`config.mk`:
```
export PLATFORM = sky130hd
export DESIGN_NAME = jk_bank_arbiter
export DESIGN_NICKNAME = d
export VERILOG_FILES = /design/src/rtl/jk_bank_arbiter.sv
export SDC_FILE = /design/constraint.sdc
export NUM_CORES = 1
export LEC_CHECK = 0
export CORE_ASPECT_RATIO = 0.7
export CORE_MARGIN = 2
export CORE_UTILIZATION = 51
export DETAILED_ROUTE_END_ITERATION = 7
export MAX_ROUTING_LAYER = met4
export PLACE_DENSITY = 0.95
export SETUP_SLACK_MARGIN = 0.4
export SKIP_LAST_GASP = 1
export SYNTH_ARGS = -nofsm -noshare
export SYNTH_HDL_FRONTEND = slang
export SYNTH_SLANG_ARGS = --single-unit
```
`constraint.sdc`:
```
create_clock -name clk -period 4.4 [get_ports clk]
set_input_delay 1.32 -clock clk [delete_from_list [all_inputs] [get_ports clk]]
set_output_delay 1.32 -clock clk [all_outputs]
set_load 0.05 [all_outputs]
```
`src/rtl/jk_bank_arbiter.sv`:
```
// jk_bank_arbiter: two-requester command front end for a bank of JK cells.
// A command names a cell, a JK operation and a repeat count; the arbiter
// drives J/K for that cell over cnt cycles (0 = 16), then pulses done.
// Optional build macro JK_FIXED_PRIO_EN: on a tie req0 always wins instead
// of round-robin (last_grant is still tracked).

// One JK storage cell; updates only when enabled by the sequencer.
module jk_cell (
  input  logic clk,
  input  logic rst,
  input  logic en,
  input  logic j,
  input  logic k,
  output logic q
);
  // JK next-state on enable: 00 hold, 01 reset, 10 set, 11 toggle
  always_ff @(posedge clk or posedge rst) begin
    if (rst)     q <= 1'b0;
    else if (en) begin
      case ({j, k})
        2'b01:   q <= 1'b0;
        2'b10:   q <= 1'b1;
        2'b11:   q <= ~q;
        default: q <= q;
      endcase
    end
  end
endmodule

module jk_bank_arbiter #(
  parameter int N_CELLS = 8,
  parameter int IDX_W   = 4
) (
  input  logic               clk,
  input  logic               rst,
  input  logic               req0_valid,
  output logic               req0_ready,
  input  logic [IDX_W-1:0]   req0_idx,
  input  logic [1:0]         req0_op,
  input  logic [3:0]         req0_cnt,
  input  logic               req1_valid,
  output logic               req1_ready,
  input  logic [IDX_W-1:0]   req1_idx,
  input  logic [1:0]         req1_op,
  input  logic [3:0]         req1_cnt,
  output logic [N_CELLS-1:0] q,
  output logic               busy,
  output logic               done,
  output logic               done_id,
  output logic               err
);

  typedef enum logic [1:0] {S_IDLE, S_APPLY, S_DONE} state_t;

  localparam logic [IDX_W:0] NC = (IDX_W+1)'(N_CELLS);

  state_t             state_q;
  logic [IDX_W-1:0]   idx_q;
  logic [1:0]         op_q;
  logic [4:0]         rem_q;
  logic               gid_q;
  logic               last_grant_q;
  logic               bad_idx_q;
  logic               done_q;
  logic               done_id_q;
  logic               err_q;

  logic               acc;
  logic               acc_id;
  logic [IDX_W-1:0]   sel_idx;
  logic [1:0]         sel_op;
  logic [3:0]         sel_cnt;
  logic [N_CELLS-1:0] cell_en;

  // Grant: only in IDLE and never during reset; ties go to the requester
  // that did not win last (or always req0 with fixed priority).
  always_comb begin
    req0_ready = 1'b0;
    req1_ready = 1'b0;
    if (!rst && state_q == S_IDLE) begin
      if (req0_valid && req1_valid) begin
`ifdef JK_FIXED_PRIO_EN
        req0_ready = 1'b1;
`else
        if (last_grant_q) req0_ready = 1'b1;
        else              req1_ready = 1'b1;
`endif
      end else begin
        req0_ready = req0_valid;
        req1_ready = req1_valid;
      end
    end
  end

  assign acc     = (req0_valid && req0_ready) || (req1_valid && req1_ready);
  assign acc_id  = req1_valid && req1_ready;
  assign sel_idx = acc_id ? req1_idx : req0_idx;
  assign sel_op  = acc_id ? req1_op  : req0_op;
  assign sel_cnt = acc_id ? req1_cnt : req0_cnt;

  // Command sequencer: capture on accept, count down APPLY cycles, one-cycle DONE.
  always_ff @(posedge clk or posedge rst) begin
    if (rst) begin
      state_q      <= S_IDLE;
      idx_q        <= '0;
      op_q         <= 2'b00;
      rem_q        <= 5'd0;
      gid_q        <= 1'b0;
      last_grant_q <= 1'b1;
      bad_idx_q    <= 1'b0;
      done_q       <= 1'b0;
      done_id_q    <= 1'b0;
      err_q        <= 1'b0;
    end else begin
      case (state_q)
        S_IDLE: begin
          done_q <= 1'b0;
          err_q  <= 1'b0;
          if (acc) begin
            idx_q        <= sel_idx;
            op_q         <= sel_op;
            rem_q        <= {sel_cnt == 4'd0, sel_cnt};
            gid_q        <= acc_id;
            last_grant_q <= acc_id;
            bad_idx_q    <= ({1'b0, sel_idx} >= NC);
            state_q      <= S_APPLY;
          end
        end
        S_APPLY: begin
          rem_q <= rem_q - 5'd1;
          if (rem_q == 5'd1) begin
            state_q   <= S_DONE;
            done_q    <= 1'b1;
            done_id_q <= gid_q;
            err_q     <= bad_idx_q;
          end
        end
        S_DONE: begin
          done_q  <= 1'b0;
          err_q   <= 1'b0;
          state_q <= S_IDLE;
        end
        default: state_q <= S_IDLE;
      endcase
    end
  end

  // One cell per index; out-of-range indices match no cell.
  for (genvar i = 0; i < N_CELLS; i++) begin : g_cell
    assign cell_en[i] = (state_q == S_APPLY) && (idx_q == IDX_W'(i));
    jk_cell u_cell (
      .clk (clk),
      .rst (rst),
      .en  (cell_en[i]),
      .j   (op_q[1]),
      .k   (op_q[0]),
      .q   (q[i])
    );
  end

  assign busy    = (state_q != S_IDLE);
  assign done    = done_q;
  assign done_id = done_id_q;
  assign err     = err_q;

endmodule

```
==> metrics.cfg, run 1 <==
[layout]
mostFrequentLayoutCell = clkdlybuf4s50_1
top_register = g_cell.u_cell.q
top_regs = g_cell.u_cell.q x8, rem_q x5, idx_q x4
syn2layout_area_growth_pct = 29.0
final-clk-cell-share_pct = 2.97
n_fill_cell = 183
largest_reg_flops = 8

[yosys]
yosysUniqueCellTypes = 37
ys_sh_mux_pct = 9.15
synth_area_mm2 = 0.00144
synthAoiAreaFrac_pct = 15.2
top_cell = dfrtp_1

[power_and_ir_drop]
pwr-share-seq_pct = 37.6
swShare_pct = 46.8

[final_timing]
holdWs_ns = 0.486
maxSlewHeadroom_pct = 36.4
period_used_pct = 89.7

[global_route]
grt_overflow = 0
grt_max_degree = 27
grt_pass1_wl_um = 5640

[run_status]
status = finished, final reports clean

[route]
vias = 1157
wl_per_cell_um = 16.3
wl_met3_um = 201

[setup_path]
rr_worst_depth = 5
critPathMaxStageDelay_ns = 0.48

[placed_design]
place_congestion = 0.893

[clock_network]
cts_tree = yes

run 1: critical path: cells and delay by family:
family | cells | cell delay (ns)
buffers and inverters | 2 | 0.65
AND/OR/NAND/NOR | 2 | 0.41
AND-OR/OR-AND | 1 | 0.24
run 1: kinds of logic after synthesis:
family                   after synthesis
AND-OR/OR-AND                         33
XOR/XNOR                               3
adder cells (fa/ha/maj)                2
buffers and inverters                 19
flip-flops                            26
multiplexers                          13
AND/OR/NAND/NOR                       38
run 1: metal layers:
| layer | track usage, % | up-vias |
|---|---|---|
| met2 | 38.6 | 52 |
| li1 | - | 545 |
| met5 | - | - |
| met4 | 5.78 | 0 |
| met3 | 6.51 | 7 |
| met1 | 28.4 | 553 |
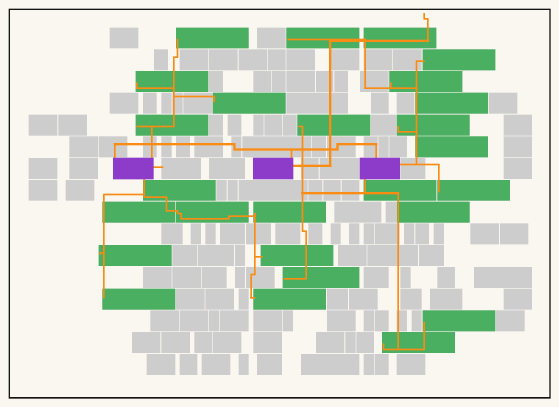
Fig. 1. Clock distribution (run 1).
Drawn at 8 px/um.
- orange: clock wires (length 290 um)
- purple: clock-net drivers (count 3)
- green: flip-flops (count 26)
- routed clock nets: 4
clock power share: 11.6%
Worst Skew: 0.00738 ns
Late-Pin Clk Latency: 0.27 ns
clk pwr: 0.153 mW

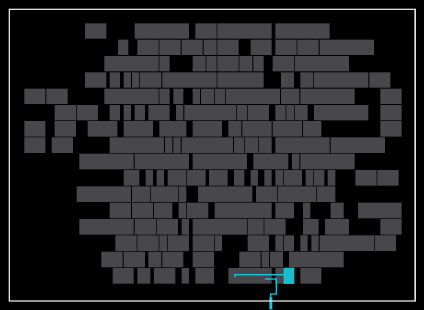
Fig. 2. Wires at chosen ports, followed through buffers (run 1).
Drawn at 6 px/um.
- cyan: `req0_ready` (direction output; edge bottom; end cells 1; buffers 1; wire 15.0 um)

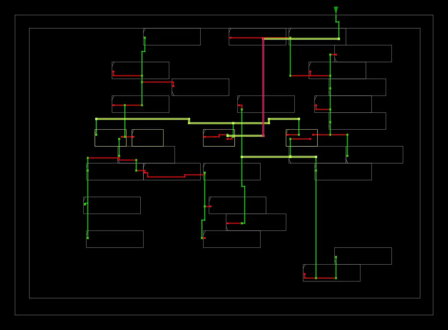
Fig. 3. Clock wiring as the flow saved it (run 1).
clkbuf count: 4
CTS buffer count: 3
TritonCTS Sinks: 26

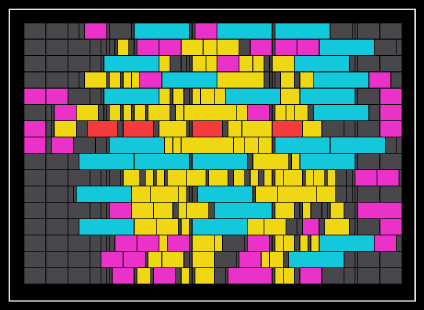
Fig. 4. Placement by cell class (run 1).
Drawn at 6 px/um. Fill, decap, tap and diode cells in gray.
- red: clock drivers and dummy loads (cells 4; share of their area 3.0%)
- cyan: registers (cells 26; share of their area 36%)
- magenta: remaining buffers and delay cells (cells 38; share of their area 22%)
- yellow: remaining logic cells (cells 97; share of their area 39%)
# rows: 16
flop share of the area: 35.2%

==> run 1 -> run 2 <==
Settings changed: RECOVER_POWER set to 50.
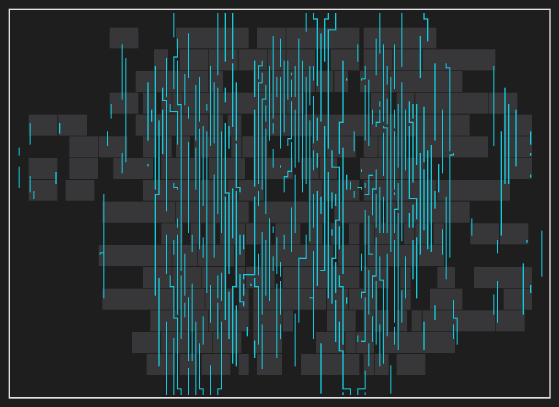
Fig. 5. The metal 2 layer (run 2).
Drawn at 8 px/um.
- main direction: vertical
- share of all routed wire: 52%

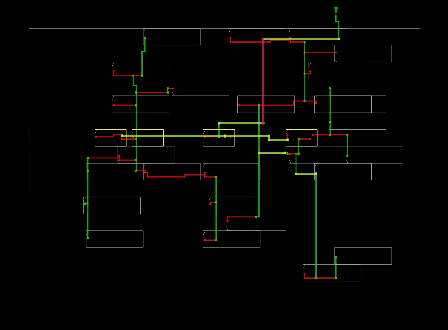
Fig. 6. Clock wiring as the flow saved it (run 2).
clk pwr: 0.154 mW
Worst Skew: 0.00877 ns
flip-flops: 26

==> metrics.cfg, run 2 <==
[global_route]
grt_pass1_wl_um = 5640  ; unchanged
top_usage_layer = met2
grt_overflow = 0  ; unchanged
met2_usage_pct = 38.6  ; unchanged
use_met1_pct = 28.4  ; unchanged
use_met3_pct = 6.51  ; unchanged

[layout]
mostFrequentLayoutCell = clkdlybuf4s50_1
syn2layout_area_growth_pct = 24.9
top_regs = g_cell.u_cell.q x8, rem_q x5, idx_q x4
largest_reg_flops = 8  ; unchanged

[yosys]
top_cell = dfrtp_1
synth_area_mm2 = 0.00144  ; unchanged
yosysUniqueCellTypes = 37  ; unchanged

[power_and_ir_drop]
swShare_pct = 46.9  ; about the same
pwr-share-seq_pct = 37.6  ; about the same
pwr-share-clk_pct = 12.0  ; +0.4 points

[clock_network]
cts_buffers = 3  ; unchanged
clk_latency_ns = 0.27  ; about the same
cts_tree = yes

[setup_path]
rr_worst_depth = 4  ; -1

[run_status]
status = finished, final reports clean

[final_timing]
holdWs_ns = 0.487  ; +0.000887 ns
period_used_pct = 92.3  ; +2.6 points
maxSlewHeadroom_pct = 36.6  ; +0.20 points

[placed_design]
place_congestion = 0.893  ; unchanged

## run 2: cell counts after synthesis
No cell type changed its count.
## run 2: critical path, cell delays in order
cell and delay (ns):
dlygate4sd3_1 0.60, nor3_4 0.26, nand2_1 0.14, a21oi_1 0.24, buf_12 0.17
## run 2: logic make-up (layout without fill, tap and decap cells)
logic type	after synthesis	after routing	share of synthesized area [%]
xor+xnor	3	3	1.83
compound gates	33	33	15.2
flops	26	26	45.4
simple gates	38	38	18.9
fa+ha+maj	2	2	1.74
buf+inv	19	50	7.76
mux	13	13	9.15
## run 2: area by class of cell
type	instances	area, um^2
clock buffers	4	55.1
flip-flops and latches	26	652
repair buffers	38	394
fillers	193	950
inverters	8	30.0
well taps	36	45.0
multi-input cells	89	617
Power is estimated from default activity; no workload was simulated.
